`src/rtl/mem_port_arbiter.sv`:
```
// Single-port memory arbiter between instruction fetch and data load/store, with pipeline stall generation.
// Optional performance counters are compiled in with `define ARB_PERF_CNT_EN.
module mem_port_arbiter #(
  parameter int AW         = 16,
  parameter int DW         = 16,
  parameter int MEM_LAT    = 2,
  parameter int STARVE_MAX = 3
) (
  input  logic          clk,
  input  logic          rst,
  input  logic          if_req,
  input  logic [AW-1:0] if_addr,
  input  logic          if_flush,
  output logic          if_gnt,
  output logic          if_valid,
  output logic [DW-1:0] if_rdata,
  input  logic          dm_req,
  input  logic          dm_we,
  input  logic [AW-1:0] dm_addr,
  input  logic [DW-1:0] dm_wdata,
  output logic          dm_gnt,
  output logic          dm_valid,
  output logic [DW-1:0] dm_rdata,
  output logic          mem_en,
  output logic          mem_we,
  output logic [AW-1:0] mem_addr,
  output logic [DW-1:0] mem_wdata,
  input  logic [DW-1:0] mem_rdata,
  output logic          stall_if,
  output logic          stall_mem
`ifdef ARB_PERF_CNT_EN
  ,
  output logic [15:0]   conflict_cnt,
  output logic [15:0]   flush_drop_cnt
`endif
);

  localparam int LW = $clog2(MEM_LAT + 1);
  localparam int SW = $clog2(STARVE_MAX + 1);
  localparam logic [LW-1:0] LAT_LOAD   = LW'(MEM_LAT);
  localparam logic [SW-1:0] STARVE_TOP = SW'(STARVE_MAX);

  typedef enum logic [1:0] {
    ST_IDLE,
    ST_BUSY,
    ST_RESP
  } state_t;

  state_t        state;
  logic [LW-1:0] lat_cnt;
  logic [SW-1:0] starve_cnt;
  logic          owner;      // 0 = fetch, 1 = data
  logic          cancel;
  logic          issue;
  logic          pick_if;

  // Gating with rst keeps every strobe quiet while reset is held, even with requests up.
  assign issue   = rst & (state == ST_IDLE) & (if_req | dm_req);
  assign pick_if = if_req & (~dm_req | (starve_cnt == STARVE_TOP));

  assign if_gnt    = issue & pick_if;
  assign dm_gnt    = issue & ~pick_if;
  assign mem_en    = issue;
  assign mem_we    = dm_gnt & dm_we;
  assign mem_addr  = if_gnt ? if_addr : (dm_gnt ? dm_addr : '0);
  assign mem_wdata = dm_gnt ? dm_wdata : '0;

  assign stall_if  = if_req & ~if_valid;
  assign stall_mem = dm_req & ~dm_valid;

  always_ff @(posedge clk or negedge rst) begin
    if (!rst) begin
      state      <= ST_IDLE;
      lat_cnt    <= '0;
      starve_cnt <= '0;
      owner      <= 1'b0;
      cancel     <= 1'b0;
      if_valid   <= 1'b0;
      dm_valid   <= 1'b0;
      if_rdata   <= '0;
      dm_rdata   <= '0;
    end else begin
      if_valid <= 1'b0;
      dm_valid <= 1'b0;
      case (state)
        ST_IDLE: begin
          if (issue) begin
            owner   <= ~pick_if;
            lat_cnt <= LAT_LOAD;
            cancel  <= pick_if & if_flush;
            state   <= ST_BUSY;
            if (pick_if)
              starve_cnt <= '0;
            else if (if_req && starve_cnt != STARVE_TOP)
              starve_cnt <= starve_cnt + 1'b1;
          end
        end
        ST_BUSY: begin
          lat_cnt <= lat_cnt - 1'b1;
          if (!owner && if_flush)
            cancel <= 1'b1;
          if (lat_cnt == LW'(1)) begin
            state <= ST_RESP;
            if (owner) begin
              dm_rdata <= mem_rdata;
              dm_valid <= 1'b1;
            end else begin
              // A flush landing on the capture edge must also drop the delivery.
              if_rdata <= mem_rdata;
              if_valid <= ~(cancel | if_flush);
            end
          end
        end
        ST_RESP: begin
          state  <= ST_IDLE;
          cancel <= 1'b0;
        end
        default: state <= ST_IDLE;
      endcase
    end
  end

`ifdef ARB_PERF_CNT_EN
  always_ff @(posedge clk or negedge rst) begin
    if (!rst) begin
      conflict_cnt   <= '0;
      flush_drop_cnt <= '0;
    end else begin
      if (issue && if_req && dm_req)
        conflict_cnt <= conflict_cnt + 16'd1;
      if (state == ST_RESP && !owner && cancel)
        flush_drop_cnt <= flush_drop_cnt + 16'd1;
    end
  end
`endif

endmodule
```
`config.mk`:
```
export PLATFORM = sky130hd
export DESIGN_NAME = mem_port_arbiter
export DESIGN_NICKNAME = d
export VERILOG_FILES = /design/src/rtl/mem_port_arbiter.sv
export SDC_FILE = /design/constraint.sdc
export NUM_CORES = 1
export LEC_CHECK = 0
export CORE_MARGIN = 5
export CORE_UTILIZATION = 32
export CTS_CLUSTER_DIAMETER = 100
export DETAILED_ROUTE_END_ITERATION = 8
export PLACE_DENSITY = 0.85
export SLEW_MARGIN = 30
export SYNTH_ARGS = -nofsm -noshare
export SYNTH_HDL_FRONTEND = slang
export SYNTH_SLANG_ARGS = --single-unit
```
`constraint.sdc`:
```
create_clock -name clk -period 1.6 [get_ports clk]
set_clock_uncertainty 0.15 [all_clocks]
set_input_delay 0.24 -clock clk [delete_from_list [all_inputs] [get_ports clk]]
set_output_delay 0.24 -clock clk [all_outputs]
set_load 0.005 [all_outputs]
```
==> CHANGELOG.md <==
## Implementation

* Status: finished, violations left
* Failing checks: negative setup slack
* Wire per inst at 19.2 um
* First-pass GRT wire length at 12900 um
* Worst skew pair latency at 290 ps
* Layout cells sized above 1 at 0.475
* Seq pwr at 0.00184 W
* Worst-path cell chain: inv_2, ha_4, nand3_4, a21oi_4, buf_6, buf_6, buf_16, a22o_1, buf_2
* Fin Setup TNS at -20640 ps
* Drt first pass iters at 4
* Critical Path RT at 1210 ps
* Ys flops at 42
* Final setup vio count at 73
* Worst path slowest cell: dfrtp_1
* Asr flop ratio synth at 1.00
* Hold Slack at 305 ps
* Clock transition at path regs at 80 ps
* Post-Syn Instances at 164
* Clock power share at 0.160
* Root Buffer: clkbuf_8
* Final Cell Area at 4460 um2
* Setup WS post-layout at -576 ps
* Starting Density at 0.329
-- layer usage --
layer / wire, um / track usage
met1: 3080 / 0.208
met2: 4580 / 0.384
met3: 704 / 0.0683
met4: 87 / 0.0186
met5: 0 / 0
-- final cells by class --
type / instances / area, um2
Clock buffer: 6 / 82.6
Fill cell: 449 / 1890
Timing Repair Buffer: 198 / 2010
Tap cell: 77 / 96.3
Multi-Input combinational cell: 107 / 1130
Clock inverter: 2 / 60.1
Inverter: 7 / 28.8
Sequential cell: 42 / 1050
-- sequential cells by signal, summed over array words and instances, names as in the netlist --
signal and cells:
dm_rdata 16, if_rdata 16, lat_cnt 2, starve_cnt 2, state 2, cancel 1, dm_valid 1, if_valid 1
owner 1
-- timing repair --
item,4_1_cts,5_1_grt
endpoints found under the setup margin,75,81
gates resized,209,33
hold endpoints to repair,33,0
hold buffers,2,0
setup buffers,21,9
pin swaps,36,12
gates cloned,6,0
-- cell usage after synthesis (2+ instances only) --
library cell / instances
buf_2: 5
mux2_2: 29
nor2b_1: 2
nand2_1: 5
nand3_4: 2
buf_4: 2
mux2_1: 5
a22o_1: 16
nor3_1: 2
and2_1: 18
inv_1: 7
dfrtp_1: 42
nand2b_1: 2
ha_1: 6
o21ai_0: 3
-- critical path, delay by kind of cell, from the launching register on --
family / cells / cell delay [ps]
and+or+nand+nor: 1 / 80
adders and majority gates: 1 / 150
AOI/OAI and AO/OA: 2 / 290
buffers and inverters: 5 / 560
DFF: 1 / 410
-- final timing paths --
path                          start       endpoint  slack, ps  cells past startpoint
max                        state[0]   mem_addr[11]       -580                      9
min                          cancel       if_valid        310                      1
max reg2reg                state[0]         cancel       -180                      6
min reg2reg                  cancel       if_valid        310                      1
max in group asynchronous       rst   if_rdata[15]        430                      3
min in group asynchronous       rst  starve_cnt[1]        510                      4
==> images/gate_families.png <==
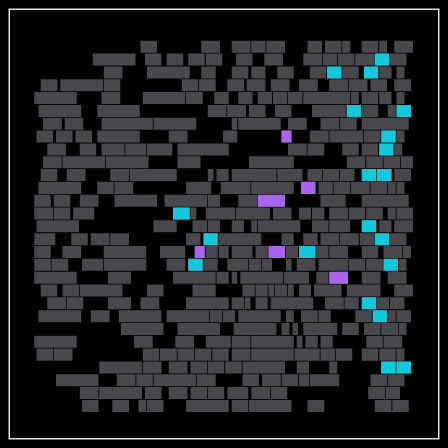
legend:
  AND-OR and OR-AND gates:
    colour: cyan
    cells: 20
    most_used: a22o_1
  NOR gates:
    colour: purple
    cells: 6

==> images/pins.png <==
The bar under the picture is 20 um long. Pins as bars across the die edge, other pins in grey.
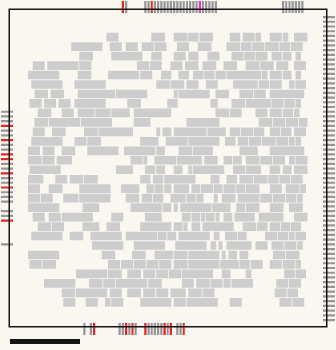
legend:
  `stall_if`:
    colour: magenta
    pins: 1
    direction: output
    edge: north
  `if_rdata`:
    colour: red
    pins: 16
    direction: output
    edge: 7 west, 7 south, 2 north
PortBufs: 141
Die Width: 90.8 um
die height: 90.8 um

==> images/final_clocks.png <==
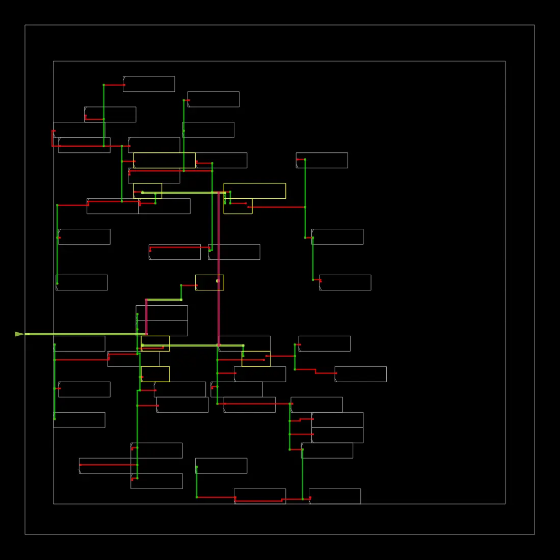
clock buf count: 6
CTS Buf Count: 5

No activity file was given, so power comes from the tool's default toggle rates.
